<file path="config.mk">
export PLATFORM = sky130hd
export DESIGN_NAME = keypad_time_entry
export DESIGN_NICKNAME = d
export VERILOG_FILES = /design/src/rtl/keypad_time_entry.sv
export SDC_FILE = /design/constraint.sdc
export NUM_CORES = 1
export LEC_CHECK = 0
export ABC_CLOCK_PERIOD_IN_PS = 2050
export CORE_ASPECT_RATIO = 1.4
export CORE_UTILIZATION = 30
export CTS_CLUSTER_DIAMETER = 150
export DETAILED_ROUTE_END_ITERATION = 16
export HOLD_SLACK_MARGIN = 0.03
export SYNTH_ARGS = -nofsm -noshare
export SYNTH_HDL_FRONTEND = slang
export SYNTH_SLANG_ARGS = --single-unit
</file>
<file path="constraint.sdc">
create_clock -name clock -period 2.05 [get_ports clock]
set_input_delay 0.41 -clock clock [delete_from_list [all_inputs] [get_ports clock]]
set_output_delay 0.41 -clock clock [all_outputs]
set_load 0.02 [all_outputs]
</file>
<file path="src/rtl/keypad_time_entry.sv">
`default_nettype none
// ============================================================================
//  Module      : keypad_time_entry
//  Description : Keypad front end for the microwave controller. Synchronises
//                the raw one-hot keypad, debounces and one-hot-checks each
//                press, and shifts accepted digits in from the right
//                (calculator style) to build a 3-digit BCD cook time M:ST:SO.
//  Revision    : 1.0  initial release
// ----------------------------------------------------------------------------
//  Parameters
//    DEBOUNCE_CYCLES : matching synchronised samples needed to accept a press
//                      or a release (1..255)
//  Ports
//    clock        in   system clock, rising edge
//    reset        in   synchronous active-high reset, overrides everything
//    keypad[9:0]  in   raw keys, bit i = digit i, asynchronous to clock
//    clearn       in   synchronous active-low clear of the entered time
//    entry_en     in   1 = accepted presses may change the digits
//    sec_ones     out  BCD seconds-ones digit
//    sec_tens     out  BCD seconds-tens digit
//    mins         out  BCD minutes digit
//    digit_valid  out  one-cycle pulse in the cycle the digits change
//    key_err      out  one-cycle pulse on a multi-key synchronised sample
//    time_nonzero out  1 when any held digit is non-zero
// ============================================================================
module keypad_time_entry #(
    parameter int DEBOUNCE_CYCLES = 4
) (
    input  logic       clock,
    input  logic       reset,
    input  logic [9:0] keypad,
    input  logic       clearn,
    input  logic       entry_en,
    output logic [3:0] sec_ones,
    output logic [3:0] sec_tens,
    output logic [3:0] mins,
    output logic       digit_valid,
    output logic       key_err,
    output logic       time_nonzero
);

    localparam logic [7:0] C_DEB_CYCLES = DEBOUNCE_CYCLES[7:0];

    typedef enum logic [1:0] {
        S_IDLE     = 2'd0,
        S_DEBOUNCE = 2'd1,
        S_ACCEPT   = 2'd2,
        S_RELEASE  = 2'd3
    } state_t;

    // ------------------------------------------------------------------
    // Registers
    // ------------------------------------------------------------------
    logic [9:0] r_sync1;
    logic [9:0] r_ks;
    state_t     r_state;
    logic [7:0] r_cnt;
    logic [3:0] r_code;
    logic [9:0] r_pat;
    logic [3:0] r_sec_ones;
    logic [3:0] r_sec_tens;
    logic [3:0] r_mins;
    logic       r_digit_valid;
    logic       r_key_err;

    // ------------------------------------------------------------------
    // Combinational next-state signals
    // ------------------------------------------------------------------
    state_t     w_state_nxt;
    logic [7:0] w_cnt_nxt;
    logic [7:0] w_cnt_inc;
    logic [3:0] w_code_nxt;
    logic [9:0] w_pat_nxt;
    logic       w_shift;
    logic       w_err;
    logic       w_any;
    logic       w_onehot;
    logic [3:0] w_idx;

    assign w_cnt_inc = r_cnt + 8'd1;
    assign w_any     = (r_ks != 10'd0);
    // Exactly one bit set: non-zero and clearing the lowest set bit leaves 0.
    assign w_onehot  = w_any && ((r_ks & (r_ks - 10'd1)) == 10'd0);

    // Index of the set key; only meaningful when w_onehot is true.
    always_comb begin
        w_idx = 4'd0;
        for (int i = 0; i < 10; i++) begin
            if (r_ks[i]) begin
                w_idx = 4'(i);
            end
        end
    end

    // ------------------------------------------------------------------
    // Next-state and strobe logic
    // ------------------------------------------------------------------
    always_comb begin
        w_state_nxt = r_state;
        w_cnt_nxt   = r_cnt;
        w_code_nxt  = r_code;
        w_pat_nxt   = r_pat;
        w_shift     = 1'b0;
        w_err       = 1'b0;

        case (r_state)
            S_IDLE: begin
                if (w_onehot) begin
                    w_pat_nxt  = r_ks;
                    w_code_nxt = w_idx;
                    w_cnt_nxt  = 8'd1;
                    // A single sample is already enough when DEBOUNCE_CYCLES is 1.
                    w_state_nxt = (C_DEB_CYCLES <= 8'd1) ? S_ACCEPT : S_DEBOUNCE;
                end else if (w_any) begin
                    w_err       = 1'b1;
                    w_cnt_nxt   = 8'd0;
                    w_state_nxt = S_RELEASE;
                end
            end

            S_DEBOUNCE: begin
                if (r_ks != r_pat) begin
                    // Bounce: abandon the press without shifting.
                    w_cnt_nxt   = 8'd0;
                    w_state_nxt = S_IDLE;
                end else begin
                    w_cnt_nxt = w_cnt_inc;
                    if (w_cnt_inc >= C_DEB_CYCLES) begin
                        w_state_nxt = S_ACCEPT;
                    end
                end
            end

            S_ACCEPT: begin
                // entry_en is only consulted here; a press is consumed either way.
                w_shift     = entry_en;
                w_cnt_nxt   = 8'd0;
                w_state_nxt = S_RELEASE;
            end

            S_RELEASE: begin
                if (w_any) begin
                    // Any key (new or multiple) just restarts the release wait.
                    w_cnt_nxt = 8'd0;
                end else if (w_cnt_inc >= C_DEB_CYCLES) begin
                    w_cnt_nxt   = 8'd0;
                    w_state_nxt = S_IDLE;
                end else begin
                    w_cnt_nxt = w_cnt_inc;
                end
            end

            default: begin
                w_cnt_nxt   = 8'd0;
                w_state_nxt = S_IDLE;
            end
        endcase
    end

    // ------------------------------------------------------------------
    // Synchroniser (runs through clear; only reset zeroes it)
    // ------------------------------------------------------------------
    always_ff @(posedge clock) begin
        if (reset) begin
            r_sync1 <= 10'd0;
            r_ks    <= 10'd0;
        end else begin
            r_sync1 <= keypad;
            r_ks    <= r_sync1;
        end
    end

    // ------------------------------------------------------------------
    // FSM state, counter and digit registers
    // ------------------------------------------------------------------
    always_ff @(posedge clock) begin
        if (reset) begin
            r_state       <= S_IDLE;
            r_cnt         <= 8'd0;
            r_code        <= 4'd0;
            r_pat         <= 10'd0;
            r_sec_ones    <= 4'd0;
            r_sec_tens    <= 4'd0;
            r_mins        <= 4'd0;
            r_digit_valid <= 1'b0;
            r_key_err     <= 1'b0;
        end else if (!clearn) begin
            // Forcing RELEASE means a key held through the clear is ignored
            // until it has been let go.
            r_state       <= S_RELEASE;
            r_cnt         <= 8'd0;
            r_sec_ones    <= 4'd0;
            r_sec_tens    <= 4'd0;
            r_mins        <= 4'd0;
            r_digit_valid <= 1'b0;
            r_key_err     <= 1'b0;
        end else begin
            r_state       <= w_state_nxt;
            r_cnt         <= w_cnt_nxt;
            r_code        <= w_code_nxt;
            r_pat         <= w_pat_nxt;
            r_digit_valid <= w_shift;
            r_key_err     <= w_err;
            if (w_shift) begin
                r_mins     <= r_sec_tens;
                r_sec_tens <= r_sec_ones;
                r_sec_ones <= r_code;
            end
        end
    end

    assign sec_ones     = r_sec_ones;
    assign sec_tens     = r_sec_tens;
    assign mins         = r_mins;
    assign digit_valid  = r_digit_valid;
    assign key_err      = r_key_err;
    assign time_nonzero = (r_mins != 4'd0) || (r_sec_tens != 4'd0) || (r_sec_ones != 4'd0);

endmodule
`default_nettype wire

</file>
Figure 1. Wire density map.
Scale bar: 20 um. The die is cut into 16 by 22 equal tiles; black is low, pale yellow is high, scaled to the fullest tile. Values are wire area over tile area, all layers added.
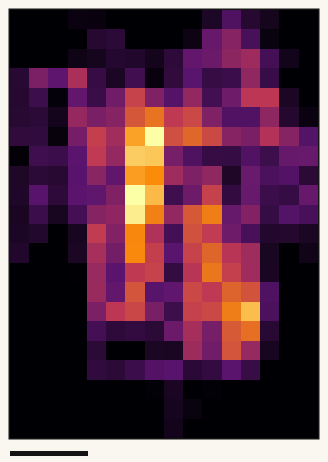
fullest tile = 0.50
densest ninth of the die = center
tiles over half the peak = 14%

Figure 2. Cell placement.
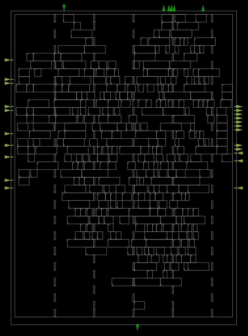
Final Util: 42.7%
filler cell count: 837
post-route non-filler standard cell count: 452

==> notes.md <==
This memo summarizes the results of the implementation run.

STA
After layout, the setup clock skew is reported as 7.07 ps. The final timing report lists a max-slew violation count of 0. The final layout reports a setup TNS of 0 ps. The final hold violation count recorded for this run is 0.

Hold timing on the final database bottoms out at a slack of 432 ps. Setup repair after global routing could not meet its margin everywhere. The setup-violating endpoint count in the final report is 0. The actual transition at the worst max-transition pin is 383 ps. The time the final worst path needs with I/O delays and setup is 2040 ps. The headroom to the max-slew limit is 73.8%.

Logic synthesis
After synthesis the cells add up to roughly 2500 um2. The area recorded from the Yosys report for this design is 2500 um2. Looking at the gate-level netlist, the highest instance count belongs to dfxtp_1. The fraction of the mapped netlist area in compound gates is 18.1%. For reference, the post-synthesis area per instance comes to 8.59 um2.

The post-synthesis share of cell area spent on and, or, nand and nor gates is 26.7%. The count of flip-flops with a built-in enable after synthesis is 0. The main area contributors are dfxtp_1, a21oi_1, nor2b_1. The gate-level netlist out of Yosys references 52 unique cell types. Counting flops with an async set or reset pin after synthesis yields a share of 0%. The dominant kind of combinational cell is simple AND/OR/NAND/NOR gates. The cell taking the most area after synthesis is dfxtp_1.

The synthesis run shows the most used standard cells to be dfxtp_1, nand2_1, a21oi_1. The Yosys step of the flow raised 0 warnings. The synthesized netlist handed to floorplanning was reported with a cell count of around 290. The register bit total from synthesis is 58.

The share of the yosys chip area belonging to registers is 46.4%. The adder and majority cell fraction of the synthesized area is 0.901%.

Run
OpenROAD emitted warnings numbering 27.

Setup path
The startpoint type of the worst setup path is a flip-flop. The termination of the worst setup path is r_cnt[6]$_SDFFE_PP0P_. The timing report gives the biggest stage delay along the critical path as 460 ps. The worst-path cell with the longest stage delay is or4_1. STA lists the endpoint of the worst register-to-register path as r_cnt[6]$_SDFFE_PP0P_. At the worst endpoint, the arrival time is 2290 ps. The launch point of the worst register-to-register path is recorded as r_cnt[1]$_SDFFE_PP0P_. The critical path runs through a total of 7 cells. The maximum fanout count along the critical path is 4. The depth of the worst register-to-register path is 7. Along the critical path, the tally of buffer and inverter instances is 0. The required time at the worst-slack endpoint is 2310 ps.

Clocking
The post-cts hold buffer count is 0. The buffer type at the clock tree root is clkbuf_16. The clock latency on the worst-skew pair is 330 ps.

For reference, the clock transition at the flip-flops on the worst setup and hold paths is 50 ps. Once the clock tree was built, the setup fixing pass inserted 0 buffers.

Drt
The tally of nets with antenna violations remaining after routing is 0. The number of iterations in the first detailed-routing pass is 4. The DRC violation count after routing is 0. The detailed-route wire length per cell is 12.5 um.

The total number of vias is around 2.3k. The DRC violation total after the first TritonRoute iteration is 59. The final layout contains routed wiring with a total length of 5670 um.

Floorplanning
According to the floorplan report, the die width is between 70 and 80 um. The well-tap cell count is just over 100. The chip area is 8710 um2.

The floorplan core area is just over 8000 um2.

Cells and area
The clock buffer instance count of the final layout is 12. The antenna diode count is 0. The post-layout net count is 360. The number of logic inverters in the finished layout is 2. The dominant logic cell type in the layout is dfxtp_1. Of the cells placed in the final design, the portion with a size suffix greater than 1 is between 20% and 30%. For this run, combinational gates with multiple inputs come to 214. Of the total standard cell area in the layout, the sequential portion is 33.7%. The layout overhead on the synthesized area is 38.4%.

Place
The setup slack at placement is between 30 and 40 ps. Including well taps, the total number of placed cells is between 400 and 500. The instance area after placement is between 3000 and 4000 um2. The number of buffer cells added on primary ports is 28.

GRT
The pin count of the biggest net entering global routing is 29. The number of antenna violations at the first check in global routing is 0. The first global-routing pass estimated around 9500 um of wire.

Min path
Note that the worst hold path type here is reg2reg. The depth of the worst hold-timing path is 1. The endpoint of the worst hold path is reported as r_ks[4]$_SDFF_PP0_.

Run status
The flow ran to the end, and the final reports show no timing, DRC or antenna violations.

Power and ir drop
Power comes to about 3 mW. IR analysis of the VDD net gives a maximum drop of approximately 0.0006 V. The flow reported a cell area power density of about 870 nW/um2. For this design the static power due to leakage is between 1 and 1.5 nW.
Figure 3. Cells colored by class.
Fill, decap, tap and diode cells in gray.
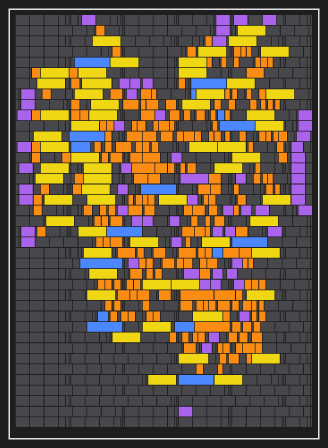
yellow -> flip-flops  # cells 58
orange -> all other logic  # cells 216
blue -> clock drivers and dummy loads  # cells 16
purple -> other buffers and delay cells  # cells 60

metal layers:
metal | share of wire [%] | wire [um] | track usage, %
met5 | 0 | 0 | 0
met2 | 53 | 2990 | 25.6
met1 | 41 | 2330 | 14.8
met3 | 3.6 | 202 | 4.53
met4 | 2.7 | 153 | 7.92
power breakdown:
part	leakage (nW)	total [mW]	internal, mW	switching, mW
Clock	0.145	1.49	1.00	0.490
Sequential	0.474	1.18	1.16	0.0186
Combinational	0.665	0.332	0.155	0.177
registers in the layout, summed over array words and instances, names as in the netlist:
register and flops:
r_ks 10, r_pat 10, r_sync1 10, r_cnt 8
mins 4, r_code 4, sec_ones 4, sec_tens 4
r_state 2, digit_valid 1, key_err 1
Power figures rest on the tool's default switching activity, not on a simulated workload.
